run_1/final_clocks.png
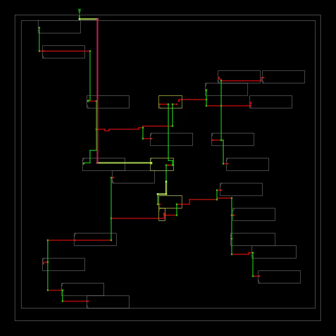
run_1/port_nets.png
(8 px per um)
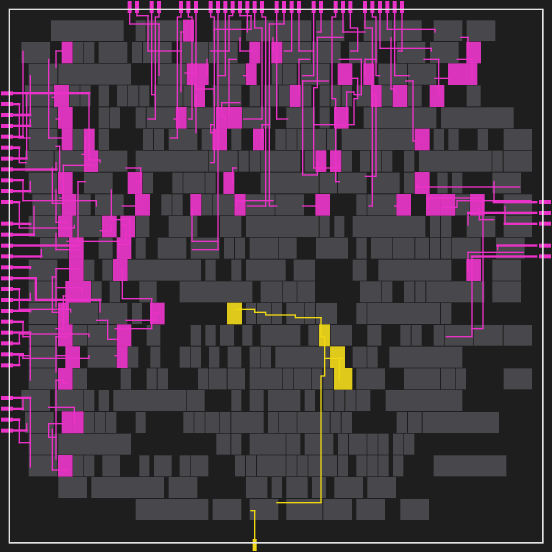
run_1/registers.png
(4 px per um) Other sequential cells in the stronger gray, the rest of the logic in the fainter gray.
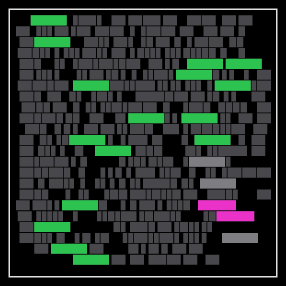
**config.mk**
```make
export PLATFORM = sky130hd
export DESIGN_NAME = mux_n_arb
export DESIGN_NICKNAME = d
export VERILOG_FILES = /design/src/rtl/mux_n_arb.sv
export SDC_FILE = /design/constraint.sdc
export NUM_CORES = 1
export LEC_CHECK = 0
export ABC_AREA = 1
export CORE_UTILIZATION = 43
export DETAILED_ROUTE_END_ITERATION = 10
export GPL_TIMING_DRIVEN = 1
export PLACE_DENSITY = 0.88
export SYNTH_ARGS = -nofsm -noshare
export SYNTH_HDL_FRONTEND = slang
export SYNTH_SLANG_ARGS = --single-unit
export TNS_END_PERCENT = 20
```
**constraint.sdc**
```tcl
create_clock -name clk -period 4.6 [get_ports clk]
set_input_delay 0.92 -clock clk [delete_from_list [all_inputs] [get_ports clk]]
set_output_delay 0.92 -clock clk [all_outputs]
set_load 0.01 [all_outputs]
```
**src/rtl/mux_n_arb.sv**
```systemverilog
// Registered N:1 valid/ready channel mux with explicit-select or round-robin grant.
// Define MUX_N_ARB_SKID_EN to add a skid entry that cuts the out_ready -> in_ready path.
module mux_n_arb #(
    parameter int DATA_WIDTH = 16,
    parameter int NUM_IN     = 4,
    parameter int SEL_W      = $clog2(NUM_IN)
) (
    input  logic                         clk,
    input  logic                         rst_n,
    input  logic                         mode_i,
    input  logic [SEL_W-1:0]             sel_i,
    input  logic [NUM_IN-1:0]            in_valid_i,
    input  logic [NUM_IN*DATA_WIDTH-1:0] in_data_i,
    output logic [NUM_IN-1:0]            in_ready_o,
    output logic                         out_valid_o,
    output logic [DATA_WIDTH-1:0]        out_data_o,
    output logic [SEL_W-1:0]             out_chan_o,
    input  logic                         out_ready_i
);

    function automatic logic [NUM_IN-1:0] chan_onehot(input logic [SEL_W-1:0] idx);
        logic [NUM_IN-1:0] vec;
        vec = {NUM_IN{1'b0}};
        for (int i = 0; i < NUM_IN; i++) begin
            if (idx == SEL_W'(i)) begin
                vec[i] = 1'b1;
            end else begin
                vec[i] = 1'b0;
            end
        end
        return vec;
    endfunction

    logic                  out_valid_q, out_valid_d;
    logic [DATA_WIDTH-1:0] out_data_q,  out_data_d;
    logic [SEL_W-1:0]      out_chan_q,  out_chan_d;
    logic [SEL_W-1:0]      rr_ptr_q,    rr_ptr_d;

    logic                  grant_vld_s;
    logic [SEL_W-1:0]      grant_idx_s;
    logic [DATA_WIDTH-1:0] grant_data_s;
    logic                  load_en_s;
    logic                  in_take_s;
    logic                  accept_s;
    int                    rr_idx_s;

    assign load_en_s = ~out_valid_q | out_ready_i;

    // Grant selection: sel match in explicit mode, first requester after rr_ptr otherwise
    always_comb begin
        grant_vld_s = 1'b0;
        grant_idx_s = {SEL_W{1'b0}};
        rr_idx_s    = 0;
        if (mode_i == 1'b0) begin
            for (int i = 0; i < NUM_IN; i++) begin
                if ((sel_i == SEL_W'(i)) && in_valid_i[i]) begin
                    grant_vld_s = 1'b1;
                    grant_idx_s = SEL_W'(i);
                end else begin
                    grant_vld_s = grant_vld_s;
                end
            end
        end else begin
            for (int k = 1; k <= NUM_IN; k++) begin
                rr_idx_s = int'(rr_ptr_q) + k;
                if (rr_idx_s >= NUM_IN) begin
                    rr_idx_s = rr_idx_s - NUM_IN;
                end else begin
                    rr_idx_s = rr_idx_s;
                end
                for (int i = 0; i < NUM_IN; i++) begin
                    if (!grant_vld_s && (rr_idx_s == i) && in_valid_i[i]) begin
                        grant_vld_s = 1'b1;
                        grant_idx_s = SEL_W'(i);
                    end else begin
                        grant_vld_s = grant_vld_s;
                    end
                end
            end
        end
    end

    // Winning channel's data word
    always_comb begin
        grant_data_s = {DATA_WIDTH{1'b0}};
        for (int i = 0; i < NUM_IN; i++) begin
            if (grant_idx_s == SEL_W'(i)) begin
                grant_data_s = in_data_i[i*DATA_WIDTH +: DATA_WIDTH];
            end else begin
                grant_data_s = grant_data_s;
            end
        end
    end

    assign accept_s   = grant_vld_s & in_take_s;
    assign in_ready_o = (grant_vld_s && in_take_s) ? chan_onehot(grant_idx_s) : {NUM_IN{1'b0}};

    // Round-robin pointer advances only on an accepted input
    always_comb begin
        if (accept_s) begin
            rr_ptr_d = grant_idx_s;
        end else begin
            rr_ptr_d = rr_ptr_q;
        end
    end

`ifdef MUX_N_ARB_SKID_EN
    logic                  skid_valid_q, skid_valid_d;
    logic [DATA_WIDTH-1:0] skid_data_q,  skid_data_d;
    logic [SEL_W-1:0]      skid_chan_q,  skid_chan_d;

    // Only registered state gates acceptance, so a full skid blocks new inputs
    assign in_take_s = ~skid_valid_q;

    // Output/skid next state: skid drains first to keep order
    always_comb begin
        out_valid_d  = out_valid_q;
        out_data_d   = out_data_q;
        out_chan_d   = out_chan_q;
        skid_valid_d = skid_valid_q;
        skid_data_d  = skid_data_q;
        skid_chan_d  = skid_chan_q;
        if (load_en_s) begin
            if (skid_valid_q) begin
                out_valid_d  = 1'b1;
                out_data_d   = skid_data_q;
                out_chan_d   = skid_chan_q;
                skid_valid_d = 1'b0;
            end else if (accept_s) begin
                out_valid_d = 1'b1;
                out_data_d  = grant_data_s;
                out_chan_d  = grant_idx_s;
            end else begin
                out_valid_d = 1'b0;
            end
        end else begin
            if (accept_s) begin
                skid_valid_d = 1'b1;
                skid_data_d  = grant_data_s;
                skid_chan_d  = grant_idx_s;
            end else begin
                skid_valid_d = skid_valid_q;
            end
        end
    end

    // Skid register
    always_ff @(posedge clk or negedge rst_n) begin
        if (!rst_n) begin
            skid_valid_q <= 1'b0;
            skid_data_q  <= {DATA_WIDTH{1'b0}};
            skid_chan_q  <= {SEL_W{1'b0}};
        end else begin
            skid_valid_q <= skid_valid_d;
            skid_data_q  <= skid_data_d;
            skid_chan_q  <= skid_chan_d;
        end
    end
`else
    assign in_take_s = load_en_s;

    // Output next state: load on accept, clear valid on a plain drain
    always_comb begin
        out_valid_d = out_valid_q;
        out_data_d  = out_data_q;
        out_chan_d  = out_chan_q;
        if (accept_s) begin
            out_valid_d = 1'b1;
            out_data_d  = grant_data_s;
            out_chan_d  = grant_idx_s;
        end else if (out_ready_i) begin
            out_valid_d = 1'b0;
        end else begin
            out_valid_d = out_valid_q;
        end
    end
`endif

    // Output register and arbitration pointer; reset pointer makes channel 0 win first
    always_ff @(posedge clk or negedge rst_n) begin
        if (!rst_n) begin
            out_valid_q <= 1'b0;
            out_data_q  <= {DATA_WIDTH{1'b0}};
            out_chan_q  <= {SEL_W{1'b0}};
            rr_ptr_q    <= SEL_W'(NUM_IN - 1);
        end else begin
            out_valid_q <= out_valid_d;
            out_data_q  <= out_data_d;
            out_chan_q  <= out_chan_d;
            rr_ptr_q    <= rr_ptr_d;
        end
    end

    assign out_valid_o = out_valid_q;
    assign out_data_o  = out_data_q;
    assign out_chan_o  = out_chan_q;

endmodule
```
==> results.txt, run 1 <==
Notes on the physical design

The number of instances resized during post-cts repair is 0. The number of DRC markers after the initial detailed-route iteration is 91. For this run, combinational gates with multiple inputs come to 225. From bottom edge to top edge, the die measures 66.5 um.

Counting the fill cells in the layout gives 336. According to the timing report, the data required time at the worst endpoint equals 3.68 ns. The count of flip-flops with a built-in enable after synthesis is 0. Non-clock buffers in the final layout number 107. The share of synthesized area occupied by flip-flops and latches is 29.5%. The number of pins with negative max-slew slack in the final report is 0.

The multi-input gate share of total cell area is 37.0%. The number of warning messages in the logs is 26. Looking at the clock tree report, the H-tree level count equals 1. STA classifies the critical path endpoint as an output port.

The switching component of the power is 566 uW. The global routing met1 resource utilization is 32.8%. The signal on the critical path passes through clkdlybuf4s50_1 -> inv_1 -> nor2_1 -> inv_1 -> nand4_2 -> nor2_1 -> nor2_1 -> nand2_1 -> inv_1 -> nand2_1 -> nor2_1 -> a21boi_4 -> buf_4 -> nor3_1 -> clkdlybuf4s50_1. The largest cell class by area is logic gates. The number of vias in the routed layout is 2284. Across all checked pins, the minimum headroom to the slew limit is 34.5%. Wires add up to 5640 um. The worst hold path terminates at out_chan_o[1]$_DFFE_PN0P_. For this run, the leading register cell type out of synthesis is sky130_fd_sc_hd__dfrtp_1.

The routed design could run at a clock period as short as 4.41 ns. The clock-pin slew on the worst setup and hold paths is 0.08 ns. The average cell area after synthesis is 6.11 um2.

Per report_power, the clock group accounts for 9.7% of the total. The tally of non-filler cells in the final layout is 445. The overall overflow remaining after global route is 0. According to the I/O placement log, the pin count is 97. According to the finish report, the design has a final net count of 470. The die is 66.5 um wide. The largest vdd supply drop is 210 uV. The synthesized netlist devotes 0% of its cell area to XOR and XNOR gates.

The repair_antennas step left the layout with diodes totalling 0. The script parses the final routing iteration and logs DRC violations as 0. The top contributor to total power is combinational logic. After layout, the inverter instance count without clock inverters stands at 38. The synthesis report lists the Yosys warning total as 0.

Of all cell types, the one taking the most synthesized area is sky130_fd_sc_hd__dfrtp_1. The via count normalized by instance count is 5.13. On the worst path, the slowest cell contributes a delay of 0.57 ns. The total stage count of the critical path is 15. The met2 capacity usage during global routing is 49.0%. The arithmetic-cell share of the synthesized area counting full adders, half adders and majority gates is 0%. Once layout is complete, the utilization of the core stands at 73.0%. The cell with the most instances on the worst path is sky130_fd_sc_hd__nor2_1. met3 track demand over resource after global routing is 2.40%. The post-cts hold buffer count is 0.

The HPWL after detailed placement is 4380 um. CTS placed an instance of sky130_fd_sc_hd__clkbuf_8 at the clock tree root. The synthesized netlist has a Yosys-reported chip area of 1790 um2.

The number of setup buffers added after CTS is 0. Of all the cell area in the finished design, the clock network holds 1.54%. Routability-driven placement finished with a final weighted congestion of 0.870. The cell with the most instances after synthesis is sky130_fd_sc_hd__nand2_1. The tap cell instance count is 50. TritonCTS built the clock tree. In the final report, the number of endpoints failing setup comes to 0. The post-place instance area is 2840 um2.

Per the cell usage report, the commonest logic cells after layout are 93 x sky130_fd_sc_hd__clkdlybuf4s50_1, 88 x sky130_fd_sc_hd__nand2_1, 44 x sky130_fd_sc_hd__nand3_1, 40 x sky130_fd_sc_hd__nor2_1, 37 x sky130_fd_sc_hd__inv_1. The sequential share of power is 25.1%. The gate family responsible for the most delay along the worst path is buffers and inverters. For the final database, setup skew stands at 0.00365 ns. Global route summary, busiest routing layer listed as met2. The setup TNS after final layout is 0 ns.

The number of antenna violations at the first check in global routing is 0. The fraction of registers with async set/reset is 100%. For this design the static power due to leakage is 0.00148 uW. After synthesis, the largest area contributor takes up 26.6% of total cell area. The total number of placement rows is 23. For the worst setup path, the data arrival time is 3.49 ns.

Grouping non-sequential cells by family puts the most area in simple AND/OR/NAND/NOR gates. The count of buffers added on input and output ports is 96. The part of the total power dissipated in combinational logic is 65.2%.

Across every metal layer, demand over resource in global routing totals 26.8%. Per the hold report, the tightest min-delay path originates at out_chan_o[1]$_DFFE_PN0P_. The slowest stage of the critical path belongs to the cell sky130_fd_sc_hd__clkdlybuf4s50_1. The fraction of area in registers is 18.1%. The commonest cells after synthesis are 88 x sky130_fd_sc_hd__nand2_1, 45 x sky130_fd_sc_hd__nand3_1, 41 x sky130_fd_sc_hd__nor2_1.

The clock passes through at most 2 buffers. The power of the clock network is 125 uW. Detailed routing placed a total of 2920 um of wire on met2.

The complex-gate fraction of the synthesized area is 8.39%. The number of cells reported by Yosys stat comes to 293. Counting instances, the worst hold path has a depth of 2. In the final routing, the length of wire on met1 measures 2370 um. The placed cell count is 439.

Ranked by total cell area, the synthesized netlist is headed by sky130_fd_sc_hd__dfrtp_1 27%, sky130_fd_sc_hd__nand2_1 18%, sky130_fd_sc_hd__nand3_1 13%, sky130_fd_sc_hd__nor2_1 8.6%, sky130_fd_sc_hd__inv_1 7.8%. The final worst-path setup slack is 0.191 ns. The classification of the worst setup path is input port to output port. For reference, the critical path is captured by in_ready_o[0].

In the detailed route, the total length drawn on met3 is 280 um. The simple-gate area share of the yosys netlist is 51.3%. The total power per unit cell area is 443 nW/um2. The floorplan step records an initial core utilization of 44.7%.

The startpoint identified for the worst register-to-register timing path is rr_ptr_q[0]$_DFFE_PN1P_. The path class of the lowest-slack min-delay path is flop to flop. The worst setup slack before clock tree synthesis is 0.0702 ns. Measured against the total synthesized area, the mux share comes to 0%. The synthesized cell area is 1790 um2. The flow ran to the end, and the final reports show no timing, DRC or antenna violations. The cell count after synthesis is 293.

The flow reports an fmax of 227 MHz. Looking at the critical path, the highest net fanout was 8. Hold-check failures listed in the final report amount to 0. The top layer used by detailed routing is met4. The final standard cell area without fillers is 2920 um2. The part of the cycle the worst path needs is 95.8%. Entering global routing, the biggest net connects 26 pins. The slew at the pin closest to its max-slew limit is 0.979 ns. The most instantiated logic cell after routing is sky130_fd_sc_hd__clkdlybuf4s50_1. The logic depth of the worst register-to-register path is 20. The flip-flop count of the largest register, all copies and words added is 16.

The area inside the core boundary is 4000 um2. The non-clock buffer contribution to total cell area is 36.4%. The tightest hold margin is 0.484 ns. The end of the worst register-to-register path is out_data_o[6]$_DFFE_PN0P_. The multi-input combinational cells in the finished layout cover a total of 1080 um2. The number of buffers and inverters on the critical path is 6.
Notes on final_clocks.png above:
clk sinks: 21
Inserted Clock Buffers: 3
insertion delay at the late pin of the worst-skew pair: 0.26 ns
number of sequential storage elements: 21
clock buf count: 4

Notes on port_nets.png above:
legend:
  yellow:
    port: mode_i
    direction: input
    end_cells: 4
    buffers: 1
    wire: 50.4 um
  magenta:
    port: in_data_i
    direction: input
    end_cells: 64
    buffers: 64
    wire: 1050 um

Notes on registers.png above:
legend:
  green:
    signal: out_data_o
    placed_flops: 16
    where: spread over the die
  magenta:
    signal: rr_ptr_q
    placed_flops: 2

==> run 2: changes to the inputs <==
--- a/config.mk
+++ b/config.mk
@@ -13,4 +13,3 @@
 export SYNTH_ARGS = -nofsm -noshare
 export SYNTH_HDL_FRONTEND = slang
 export SYNTH_SLANG_ARGS = --single-unit
-export TNS_END_PERCENT = 20
run_2/final_clocks.png
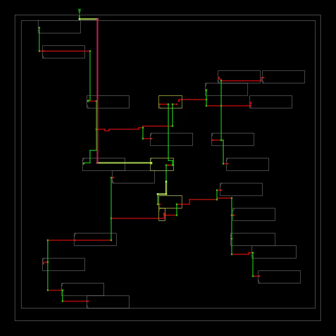
Clock Skews: 0.00365 ns
clock distribution power: 125 uW

==> results.txt, run 2 <==
Notes on the physical design

The synthesized netlist occupies a cell area of 1790 um2. The CTS report gives the tree buffer count as 3. The largest net degree at the start of global routing is 26. The critical-path cell with the highest stage delay is sky130_fd_sc_hd__clkdlybuf4s50_1.

Global routing used 2.40% of the available met3 tracks. The non-clock buffer instance count of the final layout is 107. The net count of the finished layout is 470.

The layout report lists the non-clock buffer share of cell area as 36.4%. The final max-slew violation count recorded for this run is 0. The tightest hold margin is 0.484 ns. The required time at the endpoint of the critical path is 3.68 ns. The tap cell instance count is 50. The number of antenna diodes in the final layout is 0. The maximum fanout along the worst path is 8.

The count of flip-flops with a built-in enable after synthesis is 0. The largest vdd supply drop is 210 uV. The multi-input gate area in the final layout is 1080 um2. The final-layout clock-cell area share is 1.54%. The top cell types in the final layout, fill and taps aside, are 93 x sky130_fd_sc_hd__clkdlybuf4s50_1, 88 x sky130_fd_sc_hd__nand2_1, 44 x sky130_fd_sc_hd__nand3_1, 40 x sky130_fd_sc_hd__nor2_1, 37 x sky130_fd_sc_hd__inv_1. The area inside the core boundary is 4000 um2. The number of buffers and inverters on the critical path is 6.

Listed in order, past its start point the critical path passes clkdlybuf4s50_1 -> inv_1 -> nor2_1 -> inv_1 -> nand4_2 -> nor2_1 -> nor2_1 -> nand2_1 -> inv_1 -> nand2_1 -> nor2_1 -> a21boi_4 -> buf_4 -> nor3_1 -> clkdlybuf4s50_1. Synthesis produced a netlist whose cell count is 293. met2 is the most crowded layer. At the worst endpoint, the arrival time is 3.49 ns. The leakage component of the power is 0.00148 uW. Per report_power, the sequential group accounts for 25.1% of the total. The routed design could run at a clock period as short as 4.41 ns. The synthesis run identifies the leading combinational cell family as simple AND/OR/NAND/NOR gates. Global routing used 32.8% of the available met1 tracks. According to the floorplan log, the row count is 23. The routed wire length on met2 is 2920 um. Derived from the worst setup path, the maximum achievable clock frequency is 227 MHz.

The count of instantiated cells in the yosys netlist is 293. After detailed routing, no signal wire sits above met4. The clock passes through at most 2 buffers. In this run the cell area measured after placement is 2840 um2. The largest cell class by area is logic gates. The worst setup path endpoint is in_ready_o[0]. The design has 21 sequential cells.

The floorplan die height is 66.5 um. CTS placed an instance of sky130_fd_sc_hd__clkbuf_8 at the clock tree root. The number of ports placed on the die boundary is 97.

The worst setup path is captured at an output port. The worst register-to-register path has a depth of 20. In the post-route report, total wirelength is listed as 5640 um. The tally of non-filler cells in the final layout is 445. The number of antenna violations at the first check in global routing came to 0. The final report gives the standard cell area, fillers excluded, as 2920 um2. The complex-gate fraction of the synthesized area is 8.39%. The layout report gives the multi-input gate share of total cell area as 37.0%. Per the synth stats, the flop cell with the highest instance count is sky130_fd_sc_hd__dfrtp_1. The met2 capacity usage during global routing is 49.0%. The critical path crosses 15 cells after its start point.

The xor and xnor fraction of the mapped netlist area is 0%. The Yosys step of the flow raised 0 warnings. The end of the worst register-to-register path is out_data_o[6]$_DFFE_PN0P_.

Summing the sequential cell areas from Yosys gives 29.5% of the chip area. The last timing report of the flow puts the setup violation total at 0. The critical path in this run is classified as input port to output port. The source of the worst register-to-register timing path is rr_ptr_q[0]$_DFFE_PN1P_. The count of endpoints failing hold in the final timing report is 0. Global routing finished with a remaining overflow of 0. The report gives the cell count of the worst hold path as 2. The number of filler cells placed in the layout is 336. The fraction of registers with async set/reset is 100%. For reference, the mux area share after synthesis is 0%. The met3 wire length is 280 um.

Leaving out fill and tap cells, the most frequent cell in the layout is sky130_fd_sc_hd__clkdlybuf4s50_1. Per the CTS log, the maximum H-tree level is 1. The group that draws the most power in this run is combinational logic. The yosys-reported design area after synthesis is 1790 um2. The arithmetic-cell share of the synthesized area counting full adders, half adders and majority gates is 0%.

After Yosys synthesis, and, or, nand and nor cells account for 51.3% of the synthesized area. The number of buffer cells added on primary ports is 96. In this run the power spent charging and discharging nets is 566 uW. The worst hold path terminates at out_chan_o[1]$_DFFE_PN0P_.

The relative max-transition margin is 34.5%. The clock network accounts for 9.7% of the total power. TritonCTS built the clock tree. The fraction of area in registers is 18.1%. The number of post-CTS setup repair buffers is 0. Counting instances in the post-synthesis netlist gives the leading cell types as 88 x sky130_fd_sc_hd__nand2_1, 45 x sky130_fd_sc_hd__nand3_1, 41 x sky130_fd_sc_hd__nor2_1. The share of the core filled with cells is 73.0%. The start point of the worst min-delay path is out_chan_o[1]$_DFFE_PN0P_. The total power per unit cell area is 443 nW/um2. Per the detail_route report, vias per standard cell equal 5.13. The report puts the hold buffer count at CTS at 0. The run finished with clean final reports. Per the placement report, the placed cell count is 439. The number of DRC markers after the initial detailed-route iteration is 91. The share of the core filled by cells before placement is 44.7%. The number of vias in the routed layout is 2284.
==> run 3: changes to the inputs <==
--- a/config.mk
+++ b/config.mk
@@ -6,10 +6,10 @@
 export NUM_CORES = 1
 export LEC_CHECK = 0
 export ABC_AREA = 1
-export CORE_UTILIZATION = 43
+export CORE_UTILIZATION = 39
 export DETAILED_ROUTE_END_ITERATION = 10
 export GPL_TIMING_DRIVEN = 1
-export PLACE_DENSITY = 0.88
+export PLACE_DENSITY = 0.81
 export SYNTH_ARGS = -nofsm -noshare
 export SYNTH_HDL_FRONTEND = slang
 export SYNTH_SLANG_ARGS = --single-unit
==> constraint.sdc (replaced) <==
create_clock -name clk -period 4.39 [get_ports clk]
set_input_delay 0.878 -clock clk [delete_from_list [all_inputs] [get_ports clk]]
set_output_delay 0.878 -clock clk [all_outputs]
set_load 0.01 [all_outputs]
run_3/final_clocks.png
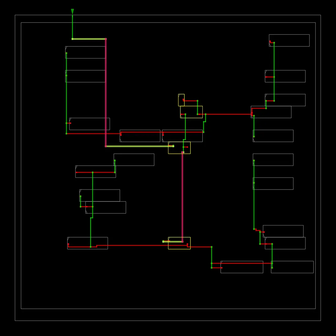
clock distribution power: 131 uW
Clock Skews: 0.00353 ns

==> results.txt, run 3 <==
Notes on the physical design

The run finished with clean final reports. The total power per unit cell area is 459 nW/um2. The final layout contains a sequential cell count of 21.

The global routing met1 resource utilization is 29.2%. In this run, the number of DRC markers left after iteration 0 of detailed routing was 116. The number of pins with negative max-slew slack in the final report is 0.

The most used routing layer is met2. As reported, the later end of the worst-skew pair has a clock insertion delay of 0.26 ns. The synthesized netlist devotes 51.3% of its cell area to simple gates.

Once layout is complete, the cells apart from fillers number 450. Leaving out buffers and inverters, the combinational logic in the layout accounts for 1080 um2. Per the cell usage report, the commonest logic cell in the layout is sky130_fd_sc_hd__clkdlybuf4s50_1. Summed over all nets, the switching power comes to 586 uW. The path class of the lowest-slack min-delay path is flop to flop. In the synthesized netlist the async set-or-reset flop fraction comes to 100%.

The fraction of area in registers is 18.0%. For the completed layout, the total cell area is recorded as 2940 um2. The count of endpoints failing hold in the final timing report is 0.

The number of post-CTS setup repair buffers is 0. The number of vias in the routed layout is 2185. After floorplanning, the core was divided into 24 placement rows. The largest cell class by area is logic gates. Once the floorplan was initialized, standard cells occupied 40.8% of the core. Cells fill 67.0% of the core in the end. The start point of the worst min-delay path is out_chan_o[0]$_DFFE_PN0P_. The delay contributed by the slowest stage of the critical path is 0.47 ns. The timing report attributes the biggest portion of critical-path delay to simple AND/OR/NAND/NOR gates. The flow reports an fmax of 252 MHz.

After routing, the total negative slack on setup checks comes to 0 ns. The cell type with the largest total area is sky130_fd_sc_hd__dfrtp_1. CTS reports a maximum clock tree buffer depth of 2. The weighted congestion at the end of routability-driven global placement is 0.904. The critical path is of the input port to output port type. The placement stage leaves a total instance area of 2850 um2.

The number of warnings reported in the stage logs is 26. The cell with the most instances after synthesis is sky130_fd_sc_hd__nand2_1. The count of instantiated cells in the yosys netlist is 293. Setup slack on the critical path of the routed design comes to 0.418 ns. The die is 69.7 um wide. The primary flip-flop cell chosen by synthesis mapping is sky130_fd_sc_hd__dfrtp_1. The worst setup path endpoint is in_ready_o[2]. The non-clock buffer contribution to total cell area is 36.7%.

The slew at the pin closest to its max-slew limit is 0.918 ns. The via count normalized by instance count is 4.86. The largest vdd supply drop is 196 uV. The number of antenna violations at the first check in global routing is 0. The clock buffer instance count of the final layout is 4. The total wire length after detailed routing is 5450 um. The number of ports placed on the die boundary is 97. The smallest clock period supported by the final layout is computed as 3.97 ns. The worst path arrival time is 3.09 ns. The required time at the worst endpoint is listed as 3.51 ns. The top cell types in the final layout, fill and taps aside, are 91 x sky130_fd_sc_hd__clkdlybuf4s50_1, 88 x sky130_fd_sc_hd__nand2_1, 44 x sky130_fd_sc_hd__nand3_1, 40 x sky130_fd_sc_hd__nor2_1, 37 x sky130_fd_sc_hd__inv_1. The part of the total power dissipated in combinational logic is 65.2%. The share of synthesized area in the top cell type comes to 26.6%. After detailed routing, the wire length on met1 is 2320 um. The synthesis report lists the most area-consuming cells as sky130_fd_sc_hd__dfrtp_1 27%, sky130_fd_sc_hd__nand2_1 18%, sky130_fd_sc_hd__nand3_1 13%, sky130_fd_sc_hd__nor2_1 8.6%, sky130_fd_sc_hd__inv_1 7.8%. The number of CTS-inserted buffers is 3.

The worst hold path cell count is 2. Once the clock tree was built, the resizer swapped 0 gates to a different size. The final critical path takes up 90.5% of the cycle. The routed design uses 2740 um of met2 wire. The average cell area after synthesis is 6.11 um2. After synthesis the cells add up to 1790 um2. Per the synthesis report, the adder-cell share of the synthesized area is 0%. The global routing met3 resource utilization is 4.07%. The clock network power share is 9.7%.

CTS built an H-tree with a depth of 1. CTS saw 21 sinks. The yosys-reported design area after synthesis is 1790 um2. Summing all multiplexer cells gives an area fraction of 0%. The sequential share of power is 25.1%.
No activity file was given, so power comes from the tool's default toggle rates.
